Design led_pattern_ctrl, sky130hd; sources not shown.
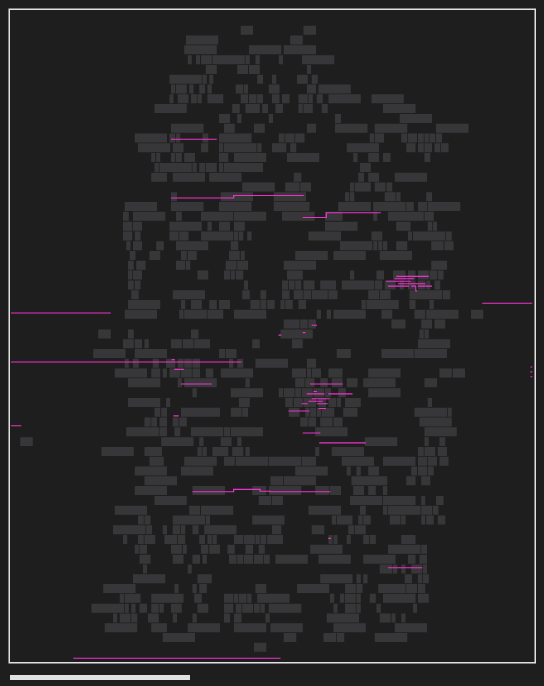
(met3 routing)
The bar under the picture is 50 um long.
longest straight run: 63.7 um
wire length on this layer: 397 um
share of all routed wire: 3.1%
met3 usage: 2.93%
via count: 4468
WL final: 12800 um

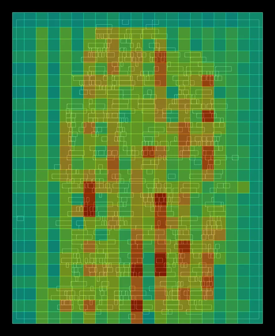
(routing congestion map)
met1 Use GR: 12.4%
Core Util, Final: 28.9%
GRT met2 Usage: 17.9%
Tot GR Track Use: 10.5%

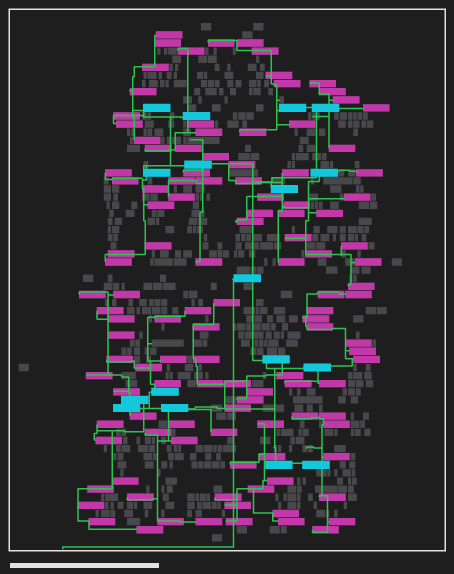
(routed clock nets over the placement)
The bar under the picture is 50 um long.
[cyan] clock drivers | count: 17
[green] clock wires | length: 1750 um
[magenta] flip-flops | count: 118
routed clock nets: 18
Worst Clk Skew: 0.00899 ns
Latency at later pin: 0.41 ns

==> reports/results.txt <==
Die area - 0.0264 mm2
Met2 wire length - 6370 um
Hold Crit Class - register to register
Count of library flops with an enable pin - 0
Inverters - 23
Final Cell Area - 0.00712 mm2
Tapcell Cnt - 330
Worst path top cell family by delay - buffers and inverters
Initial core utilization - 24.5%
Worst path slowest cell - clkdlybuf4s50_1
Unrepaired setup endpoints after global routing - false
Top-area cell share - 49.1%
Drt first-iter violations - 232
Flops after synth - 118
Status - finished, final reports clean
Vias in the first global route - 4538
Cell Rows - 64
Seq cells - 118
Switching power - 276 uW
Signal buffers - 21
Post-Layout Cell Count - 960
Grt peak-use layer - met2
R2r worst-path depth - 6
Slew Limit Fails - 0
Filler cell count in the final layout - 2556
Cell class ranked first by area - registers
Via/cell ratio - 4.65
Post-CTS Resized - 0
Maximum VDD drop - 107 uV
Placed insts - 926
Clock-cell share - 7.95%
Cells after Synth - 596
Port-buffer cells - 16
Endpoint class of the critical path - output port
Top Layout Cells - dfrtp_1, nor2_1, xnor2_1
Met1 wire length - 5810 um
Mapped Nets - 612
Post-CTS setup buffer count - 0
Mapped Avg Cell Area - 10.1 um2
Sequential share of cell area - 41.5%
P_seq - 578 uW
Crit path arrival time - 2.26 ns
Yosys xor share - 9.89%
Hold buffer count at cts - 0
CP startpoint kind - register
Area delta synth->final - 18.2%
Clock Power Share - 53.1%
Fin crit share - 36.8%
OpenROAD warnings - 26
Max FFs per register - 72
FF/Latch Area - 0.00295 mm2
Yosys simple share - 25.3%
Fin worst setup slack - 5.34 ns
Setup violations, final - 0
Logic share of the area - 40.6%
Lkg Pwr - 0.00287 uW
Critical path type - register to output port
Die span in x - 146 um
Switching share of total power - 21.2%
Synth async-reset ratio - 100%
Register share after synthesis - 49.1%
Register clock-pin slew on the reported worst setup and hold paths - 0.05 ns
Placed inst area - 0.00652 mm2
Most common cell in the netlist - dfrtp_1
Worst path bufs/invs - 1
Fraction of layout cells with a size suffix above 1 - 9.37%
Pwr/cell area - 183 mW/mm2
Non-clock buffer share - 2.87%
DRC viols - 0
Critical path depth - 1
CP cell instances - clkdlybuf4s50_1
Crit path DRT - 7.61 ns
Combinational gate power - 33.1 uW
Biggest area consumer among synthesized cells - dfrtp_1
Combinational Gates - 437
Ys cells - 596
Fmax - 322 MHz
Depth of the worst hold-timing path - 0
H-tree level count - 4
Worst-path fanout max - 13
Yosys warnings - 0
ANT cells - 0
Slew @ Worst Pin - 1.03 ns
DPL Wire Length - 8820 um
Slew headroom - 31.4%
Fin nets - 634
Worst reg2reg setup slack - 6.04 ns
Distinct lib cells used - 54
First-pass DRT Iterations - 4
Most frequent logic cell in the layout - dfrtp_1
Buffer levels on the longest clock path - 2
Slowest stage delay, CP - 1.23 ns
Highest Signal Layer - met4
Clock root cell - clkbuf_16
Yosys adder share - 2.08%
GPL Wtd Cong - 0.792
Pre-CTS setup slack - 5.65 ns
Clock tree from TritonCTS - done
First-pass GRT wire length - 22400 um
Pwr Total - 1300 uW
# clk buffers - 21
Initial antenna violation count - 0
Power figures rest on the tool's default switching activity, not on a simulated workload.
